`src/rtl/blk_fetch.sv`:
```
// blk_fetch: expands block indices into row-major frame-buffer reads and streams the
// returned pixels through a credit-protected FWFT FIFO with start/end-of-block tags.
module blk_fetch #(
    parameter int IMG_WIDTH  = 640,
    parameter int IMG_HEIGHT = 480,
    parameter int BLK_SIZE   = 32,
    parameter int PIX_W      = 8,
    parameter int MEM_LAT    = 2,
    parameter int FIFO_DEPTH = 8,
    localparam int COLUMNS   = IMG_WIDTH / BLK_SIZE,
    localparam int ROWS      = IMG_HEIGHT / BLK_SIZE,
    localparam int NBLK      = COLUMNS * ROWS,
    localparam int BW        = $clog2(NBLK),
    localparam int AW        = $clog2(IMG_WIDTH * IMG_HEIGHT)
) (
    input  logic             clk,
    input  logic             rst,
    input  logic             i_blk_vld,
    input  logic [BW-1:0]    i_blk_adr,
    output logic             o_blk_rdy,
    output logic             o_blk_err,
    output logic             o_mem_rd,
    output logic [AW-1:0]    o_mem_adr,
    input  logic [PIX_W-1:0] i_mem_data,
    output logic             o_pix_vld,
    output logic [PIX_W-1:0] o_pix_data,
    output logic             o_pix_sob,
    output logic             o_pix_eob,
    input  logic             i_pix_rdy
);
    localparam int PW = $clog2(BLK_SIZE);
    localparam int FW = $clog2(FIFO_DEPTH);
    localparam int CW = FW + 1;
    localparam logic [1:0] IDLE = 2'd0, CALC = 2'd1, FETCH = 2'd2;

    logic [1:0]          st;
    logic [BW-1:0]       idx;
    logic [AW-1:0]       row, base;
    logic [PW-1:0]       px, py;
    logic                t_sob, t_eob, lx, ly, credit, wr, rd;
    logic [MEM_LAT-1:0]  pv, ps, pe;
    logic [PIX_W-1:0]    fd [FIFO_DEPTH];
    logic [FIFO_DEPTH-1:0] fs, fe;
    logic [FW-1:0]       wp, rp;
    logic [CW-1:0]       cnt;
    logic [31:0]         infl;

    assign o_blk_rdy = st == IDLE;
    assign base = AW'(32'(idx) / COLUMNS * (BLK_SIZE * IMG_WIDTH) + 32'(idx) % COLUMNS * BLK_SIZE);
    assign lx = px == PW'(BLK_SIZE - 1);
    assign ly = py == PW'(BLK_SIZE - 1);
    assign wr = pv[MEM_LAT-1];
    assign o_pix_vld = cnt != '0;
    assign rd = o_pix_vld && i_pix_rdy;
    assign o_pix_data = o_pix_vld ? fd[rp] : '0;
    assign o_pix_sob = o_pix_vld && fs[rp];
    assign o_pix_eob = o_pix_vld && fe[rp];

    // Reads already issued but not yet in the FIFO count against the FIFO space.
    always_comb begin
        infl = 32'(o_mem_rd);
        for (int i = 0; i < MEM_LAT; i++) infl = infl + 32'(pv[i]);
    end
    assign credit = 32'(cnt) + infl < 32'(FIFO_DEPTH);

    always_ff @(posedge clk) begin
        if (rst) begin
            st <= IDLE;
            idx <= '0;
            row <= '0;
            px <= '0;
            py <= '0;
            o_blk_err <= 1'b0;
            o_mem_rd <= 1'b0;
            o_mem_adr <= '0;
            t_sob <= 1'b0;
            t_eob <= 1'b0;
            pv <= '0;
            ps <= '0;
            pe <= '0;
            wp <= '0;
            rp <= '0;
            cnt <= '0;
        end else begin
            o_blk_err <= 1'b0;
            o_mem_rd <= 1'b0;
            o_mem_adr <= '0;
            t_sob <= 1'b0;
            t_eob <= 1'b0;
            pv[0] <= o_mem_rd;
            ps[0] <= t_sob;
            pe[0] <= t_eob;
            for (int i = 1; i < MEM_LAT; i++) begin
                pv[i] <= pv[i-1];
                ps[i] <= ps[i-1];
                pe[i] <= pe[i-1];
            end
            wp <= wp + FW'(wr);
            rp <= rp + FW'(rd);
            cnt <= cnt + CW'(wr) - CW'(rd);
            if (st == IDLE && i_blk_vld) begin
                if (32'(i_blk_adr) >= NBLK) o_blk_err <= 1'b1;
                else begin
                    idx <= i_blk_adr;
                    st <= CALC;
                end
            end
            if (st == CALC) begin
                row <= base;
                px <= '0;
                py <= '0;
                st <= FETCH;
            end
            if (st == FETCH && credit) begin
                o_mem_rd <= 1'b1;
                o_mem_adr <= row + AW'(px);
                t_sob <= px == '0 && py == '0;
                t_eob <= lx && ly;
                px <= lx ? '0 : px + 1'b1;
                if (lx) begin
                    py <= py + 1'b1;
                    row <= row + AW'(IMG_WIDTH);
                end
                if (lx && ly) st <= IDLE;
            end
        end
    end

    always_ff @(posedge clk) begin
        if (wr) begin
            fd[wp] <= i_mem_data;
            fs[wp] <= ps[MEM_LAT-1];
            fe[wp] <= pe[MEM_LAT-1];
        end
    end
endmodule

```
`config.mk`:
```
export PLATFORM = sky130hd
export DESIGN_NAME = blk_fetch
export DESIGN_NICKNAME = d
export VERILOG_FILES = /design/src/rtl/blk_fetch.sv
export SDC_FILE = /design/constraint.sdc
export NUM_CORES = 1
export LEC_CHECK = 0
export CAP_MARGIN = 10
export CORE_AREA = 3 3 120 122
export DETAILED_ROUTE_END_ITERATION = 10
export DIE_AREA = 0 0 123 125
export PLACE_DENSITY = 0.79
export SYNTH_ARGS = -nofsm -noshare
export SYNTH_HDL_FRONTEND = slang
export SYNTH_SLANG_ARGS = --single-unit
```
`constraint.sdc`:
```
create_clock -name clk -period 6.65 [get_ports clk]
set_input_delay 1.33 -clock clk [delete_from_list [all_inputs] [get_ports clk]]
set_output_delay 1.33 -clock clk [all_outputs]
set_load 0.03 [all_outputs]
```
==> reports/summary.rpt <==
================================================================================
Worst setup SP type ...............................................    flip-flop
Largest fanout of any net on the critical path ....................           18
All-layer global routing usage ....................................       22.09%
Crit Path Category ................................................   reg -> reg
Count of multi-input combinational gates ..........................          497
Leading power group ...............................................    registers
Worst setup slack after placement .................................      1239 ps
Fraction of power spent switching nets ............................       30.14%
Net count, final ..................................................          821
Count of library flops with an enable pin .........................           80
Average detailed-routed wire length per instance ..................     17.01 µm
Comb. cell area ...................................................     3671 µm²
Run status ........................................................ complete, no violations
Quantity of hold-fixing buffers added after cts ...................            0
I/O pin count .....................................................           54
OpenROAD warning count ............................................           29
Max-slew violation total from the final report ....................            0
Global-route wire length before repair ............................     26.88 mm
Top cells by instance count after synthesis ....................... 92 x sky130_fd_sc_hd__nor2_1, 80 x sky130_fd_sc_hd__edfxtp_1, 79 x sky130_fd_sc_hd__dfxtp_1
Yosys xor share ...................................................       4.084%
Synthesized instance count ........................................          723
PostCTS Resize Cnt ................................................            0
Worst hold margin .................................................     442.6 ps
Post-synth net total ..............................................          785
Yosys stat chip area ..............................................     7935 µm²
Die extent in y ...................................................       125 µm
Number of iterations in the first detailed-routing pass ...........            7
Number of buffer and inverter stages on the critical path .........            2
Mux cell area share after synthesis ...............................       8.720%
Longest individual stage delay on the worst path ..................       660 ps
Most common cell in the netlist ................................... sky130_fd_sc_hd__nor2_1
Cell count in the Yosys report ....................................          723
Static leakage ....................................................     3.248 nW
H-Tree Level Count ................................................            4
Pin count of the biggest net entering global routing ..............           54
Detailed-route wire length on metal 1 .............................     6.597 mm
Post-synth cell types .............................................           73
Inverter tally of the final layout excluding the clock network ....           27
Net switching power ...............................................  0.0008616 W
Total placed cells including tap cells ............................          916
Maximum clock insertion buffer count ..............................            2
Total of flip-flops plus latches after synthesis ..................          159
Layout overhead on the synthesized area ...........................       15.03%
Sequential power ..................................................    0.00112 W
Worst-case vdd ir drop ............................................    0.1815 mV
Layout clock area frac ............................................       6.525%
Total wire length after detailed routing ..........................     16.13 mm
Largest register by flop count ....................................           fd
DRC violations left ...............................................            0
Crit path top cell by count ....................................... sky130_fd_sc_hd__ha_1
Register Area .....................................................     3984 µm²
Standard cell with the maximum stage delay on the critical path ... sky130_fd_sc_hd__dfxtp_1
Sequential share of the synthesized area ..........................       50.20%
Crit path from ....................................................       idx[7]
Cell count of the worst hold path .................................            1
Antenna diode count ...............................................            0
Pwr Total .........................................................   0.002859 W
Power per unit of standard cell area .............................. 313.2 nW/µm²
Number of clock buffers in the layout .............................           19
Internal power consumption ........................................   0.001997 W
Wire length on met3 ...............................................       813 µm
Initial antenna violation count ...................................            0
Cell depth of the worst setup path ................................           20
Tmin final ........................................................      5443 ps
Worst min-delay path class ........................................   reg -> reg
Crit share post-route .............................................       81.85%
Combinational Power Share .........................................        27.0%
Largest registers ................................................. fd (64), o_mem_adr (19), row (19)
Syn Std Cell Area .................................................     7935 µm²
Fraction of final layout cells with drive strength greater than 1 .       9.715%
Most frequent logic cell in the layout ............................ sky130_fd_sc_hd__nor2_1
Sequential group share of total power .............................        39.0%
Endpoint of the worst hold path ...................................        ps[1]
================================================================================
Routed clock nets over the placement:
Scale bar: 20 µm.
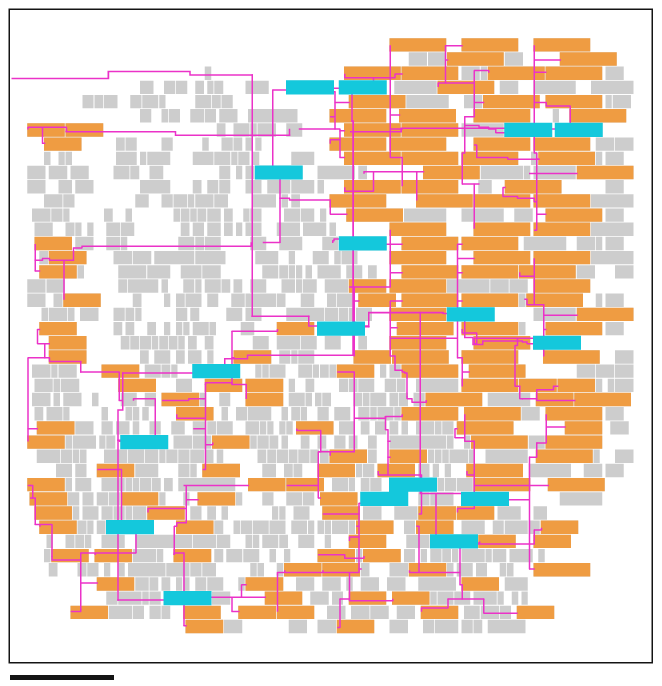
- flip-flops: orange (count 159)
- clock-net drivers: cyan (count 17)
- clock wires: magenta (length 1720 µm)
- flops lie: widely spread
- routed clock nets: 18
clock distribution power: 0.000971 W
clock network power share: 34.0%
worst clock skew on the final layout: 7.818 ps
clock latency of the later-clocked register in the worst-skew pair: 420 ps

Cells coloured by class:
Fill, decap, tap and diode cells in grey.
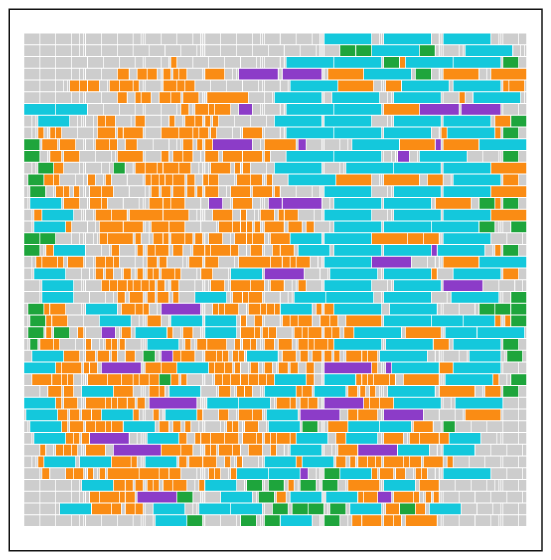
- registers: cyan (cells 159)
- remaining logic cells: orange (cells 524)
- remaining buffers and delay cells: green (cells 57)
- clock drivers and dummy loads: purple (cells 32)
Core Util, Final: 68.65%
cell area after layout: 9128 µm²
share of the final layout cell area in sequential cells: 43.65%
area of the core: 13300 µm²

Signal wires by layer:
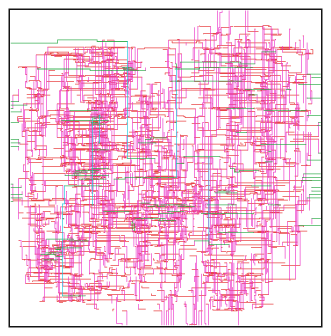
- M4: cyan (wire length 212 µm)
- M2: magenta (wire length 8500 µm)
- M3: green (wire length 814 µm)
- M1: red (wire length 6600 µm)

I/O pins on the die edge:
Pins as bars across the die edge, other pins in grey.
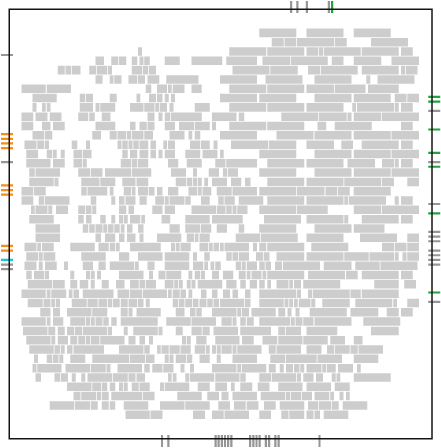
- `i_blk_vld`: cyan (pins 1; direction input; edge west)
- `i_blk_adr`: orange (pins 9; direction input; edge west)
- `o_pix_data`: green (pins 8; direction output; edge 7 east, 1 north)
- all pins by edge: 18 east, 17 south, 14 west, 5 north

Placement view:
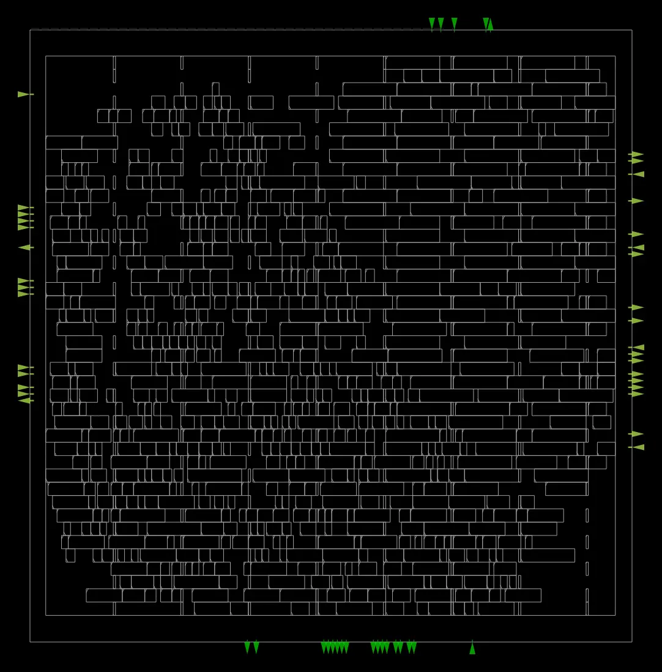
fill cell count: 934
num sequential: 159
number of rows created at floorplan: 42
post-route non-filler standard cell count: 948
well tap count: 176

No activity file was given, so power comes from the tool's default toggle rates.
